**src/rtl/add_mul_seq.sv**
```systemverilog
// Sequential adder-multiplier P = (XS+XC)*Y, one radix-2 shift-add step per cycle.
// The widened sum makes P exact for every signed or unsigned operand set.
package lau_pkg;
    typedef enum logic {SLOW, FAST} speed_e;
endpackage

module add_mul_add #(
    parameter int              W     = 8,
    parameter lau_pkg::speed_e speed = lau_pkg::FAST
) (
    input  logic [W-1:0] a,
    input  logic [W-1:0] b,
    input  logic         ci,
    output logic [W-1:0] s
);
    generate
        if (speed == lau_pkg::FAST) begin : g_fast
            assign s = a + b + W'(ci);
        end else begin : g_ripple
            logic [W-1:0] c;
            assign c[0] = ci;
            for (genvar i = 0; i < W; i++) begin : g_bit
                assign s[i] = a[i] ^ b[i] ^ c[i];
                // The final carry-out is dropped: sums are taken modulo 2^W.
                if (i < W-1) begin : g_carry
                    assign c[i+1] = (a[i] & b[i]) | (c[i] & (a[i] ^ b[i]));
                end
            end
        end
    endgenerate
endmodule

module add_mul_seq #(
    parameter int              widthX = 8,
    parameter int              widthY = 8,
    parameter lau_pkg::speed_e speed  = lau_pkg::FAST
) (
    input  logic                     CLK,
    input  logic                     RSTn,
    input  logic                     IN_VALID,
    output logic                     IN_READY,
    input  logic                     TC,
    input  logic [widthX-1:0]        XS,
    input  logic [widthX-1:0]        XC,
    input  logic [widthY-1:0]        Y,
    output logic                     OUT_VALID,
    input  logic                     OUT_READY,
    output logic [widthX+widthY:0]   P
);
    localparam int WP = widthX + widthY + 1;
    localparam int CW = $clog2(widthX + 1);
    localparam logic [CW-1:0] CLAST = CW'(widthX);

    localparam logic [1:0] IDLE = 2'd0;
    localparam logic [1:0] SUM  = 2'd1;
    localparam logic [1:0] MUL  = 2'd2;
    localparam logic [1:0] DONE = 2'd3;

    logic [1:0]        state;
    logic [CW-1:0]     cnt;
    logic [widthX-1:0] xs_r, xc_r;
    logic              tc_r;
    logic [widthX:0]   sreg, s_sum;
    logic [WP-1:0]     yreg, acc, acc_nx, pp;
    logic              sub;

    add_mul_add #(.W(widthX+1), .speed(speed)) u_sum (
        .a  ({tc_r & xs_r[widthX-1], xs_r}),
        .b  ({tc_r & xc_r[widthX-1], xc_r}),
        .ci (1'b0),
        .s  (s_sum)
    );

    // The sum's top bit carries negative weight in two's complement mode.
    assign sub = tc_r && (cnt == CLAST);
    assign pp  = sub ? ~yreg : yreg;

    add_mul_add #(.W(WP), .speed(speed)) u_acc (
        .a  (acc),
        .b  (pp),
        .ci (sub),
        .s  (acc_nx)
    );

    always_ff @(posedge CLK) begin
        if (!RSTn) begin
            state <= IDLE;
            cnt   <= '0;
            acc   <= '0;
            sreg  <= '0;
            yreg  <= '0;
            xs_r  <= '0;
            xc_r  <= '0;
            tc_r  <= 1'b0;
        end else begin
            case (state)
                IDLE: if (IN_VALID) begin
                    xs_r  <= XS;
                    xc_r  <= XC;
                    tc_r  <= TC;
                    yreg  <= {{(widthX+1){TC & Y[widthY-1]}}, Y};
                    state <= SUM;
                end
                SUM: begin
                    sreg  <= s_sum;
                    acc   <= '0;
                    cnt   <= '0;
                    state <= MUL;
                end
                MUL: begin
                    if (sreg[0])
                        acc <= acc_nx;
                    sreg <= sreg >> 1;
                    yreg <= yreg << 1;
                    cnt  <= cnt + 1'b1;
                    if (cnt == CLAST)
                        state <= DONE;
                end
                DONE: if (OUT_READY)
                    state <= IDLE;
                default: state <= IDLE;
            endcase
        end
    end

    assign IN_READY  = (state == IDLE);
    assign OUT_VALID = (state == DONE);
    assign P         = OUT_VALID ? acc : '0;
endmodule

```
**config.mk**
```make
export PLATFORM = sky130hd
export DESIGN_NAME = add_mul_seq
export DESIGN_NICKNAME = d
export VERILOG_FILES = /design/src/rtl/add_mul_seq.sv
export SDC_FILE = /design/constraint.sdc
export NUM_CORES = 1
export LEC_CHECK = 0
export CORE_MARGIN = 2
export CORE_UTILIZATION = 40
export DETAILED_ROUTE_END_ITERATION = 8
export MAX_ROUTING_LAYER = met4
export SKIP_LAST_GASP = 1
export SLEW_MARGIN = 40
export SYNTH_ARGS = -nofsm -noshare
export SYNTH_HDL_FRONTEND = slang
export SYNTH_HIERARCHICAL = 1
export SYNTH_SLANG_ARGS = --single-unit
```
**constraint.sdc**
```tcl
create_clock -name CLK -period 3.9 [get_ports CLK]
set_clock_uncertainty 0.1 [all_clocks]
set_input_delay 0.39 -clock CLK [delete_from_list [all_inputs] [get_ports CLK]]
set_output_delay 0.39 -clock CLK [all_outputs]
set_load 0.01 [all_outputs]
```
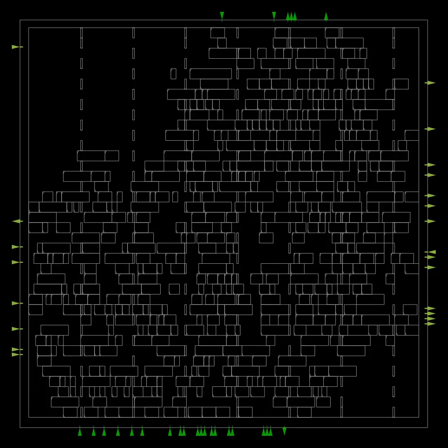
Fig. 1. Placement view.
area of the core: 10,700 sq um
Post-Layout Cell Count: 664
fraction of area in registers: 0.263
num sequential: 66
num rows: 38

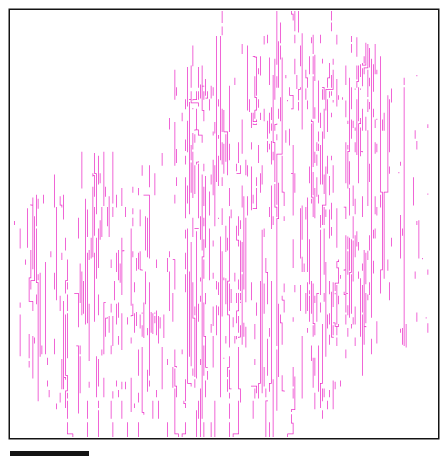
Fig. 2. M2 wires.
Scale bar: 20 microns.
wire length on this layer = 4,500 microns
main direction = vertical
share of all routed wire = 49%
nets with wire on the layer = 469
longest straight run = 65.3 microns
GRT met2 Usage: 0.296
routed via count: 3,422
Post-Route WL: 9110 microns

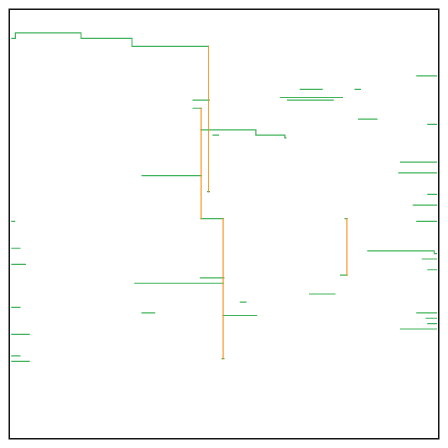
Fig. 3. Metal layers overlaid.
Two of the layers only.
met3 -> green  # wire length 295 microns
met4 -> orange  # wire length 114 microns
GRT Total Usage: 0.172
drt wl/cell: 13.7 microns

==> impl_metrics.ini <==
; flow metrics
[synthesis]
synth.distinct_cells = 55
logic_family = AND-OR/OR-AND gates
syn-num-nets = 549
ys_ff = 66
synth.area.top_cells = dfxtp_1 30%, ha_1 8.4%, nand2_1 6.7%
ys_sh_aoi = 0.241
mux_area_frac = 0.0502
xor_share = 0.0727
yosys_area_sq_um = 4340

[layout]
final_core_utilization = 0.470

[run_status]
outcome = complete, no violations

[power_and_ir_drop]
vdd_drop_max_v = 0.000250
p_comb_frac = 0.400
p_clk_frac = 0.238

[global_routing]
grt-ovfl-total = 0

[floorplanning]
initial_core_util = 0.405
fp.dieH_microns = 108
die_w_microns = 108

[worst_setup_path]
r2r_start = cnt[0]
end_kind = register

[cts]
numCtsBuffers = 9
==> metrics by stage <==
| stage | worst slack (ns) | hold WS (ns) | std cells |
|---|---|---|---|
| floorplan | 0.641 | 0.347 | 487 |
| global placement | 0.619 | 0.360 | 648 |
| detailed placement | 0.579 | 0.363 | 648 |
| CTS | 0.542 | 0.374 | 664 |
| global route | 0.285 | 0.407 | 664 |
| finish | 0.554 | 0.370 | 664 |
==> area by class of cell <==
cell class	instances	area [sq um]	share of cell area
clock buffer	11	151	0.0301
clock inverter	5	52.6	0.0104
inverter	10	37.5	0.00746
multi-input combinational	383	2810	0.558
sequential	66	1320	0.263
tap	140	175	0.0348
timing repair buffer	49	483	0.0960
==> cell usage after synthesis, types with 7 or more instances <==
master,number
a21boi_0,22
a21oi_1,25
a22oi_1,7
a22oi_2,10
and2_1,23
buf_2,7
clkbuf_1,10
dfxtp_1,66
ha_1,29
inv_1,10
mux2i_1,18
nand2_1,77
nand3_1,11
nor2_1,7
nor2b_1,10
nor2b_2,10
o211a_1,16
o21ai_0,15
xnor2_1,27
xor2_1,9
==> cell families (layout without fill, tap and decap cells) <==
group | count (synthesis) | after routing
multiplexers | 20 | 20
buffers and inverters | 38 | 75
other | 1 | 1
XOR/XNOR | 36 | 36
AND-OR/OR-AND | 137 | 137
AND/OR/NAND/NOR | 156 | 156
flip-flops | 66 | 66
adder cells (fa/ha/maj) | 33 | 33
==> layer usage <==
metal	routed length [microns]	vias up
li1	-	1782
met1	4210	1573
met2	4500	55
met3	294	12
met4	114	0
met5	0	-
==> path summary, 6_finish.rpt <==
check / slack (ns) / end / depth (start not counted)
min: 0.37 / xc_r[5] / 2
max: 0.55 / acc[14] / 13
min reg2reg: 0.37 / xc_r[5] / 2
max reg2reg: 0.55 / acc[14] / 13
==> power by group through the flow <==
stage	Combinational, W	Sequential (W)	Clock, W
final	0.00102	0.000920	0.000605
after global routing	0.00114	0.000941	0.000654
after CTS	0.00103	0.000922	0.000621
after detailed placement	0.00102	0.000938	0
after global placement	0.00100	0.000933	0
after floorplan	0.000872	0.000908	0
==> flip-flops by register name, indices dropped and copies added (netlist names) <==
register and flops:
acc 17, yreg 17, sreg 9, xc_r 8, xs_r 8, cnt 4, state 2, tc_r 1
==> critical path, cell delays in order (launching register included) <==
cell and delay (ns):
dfxtp_1 0.35, inv_1 0.09, ha_1 0.16, nand4b_1 0.15, xnor2_1 0.19, fa_1 0.45
fa_1 0.43, a211oi_1 0.34, o211ai_1 0.21, a31oi_1 0.28, o21ai_1 0.11, xor2_1 0.17
a22oi_2 0.17, nor2b_2 0.05
Power and IR drop assume default switching activity.
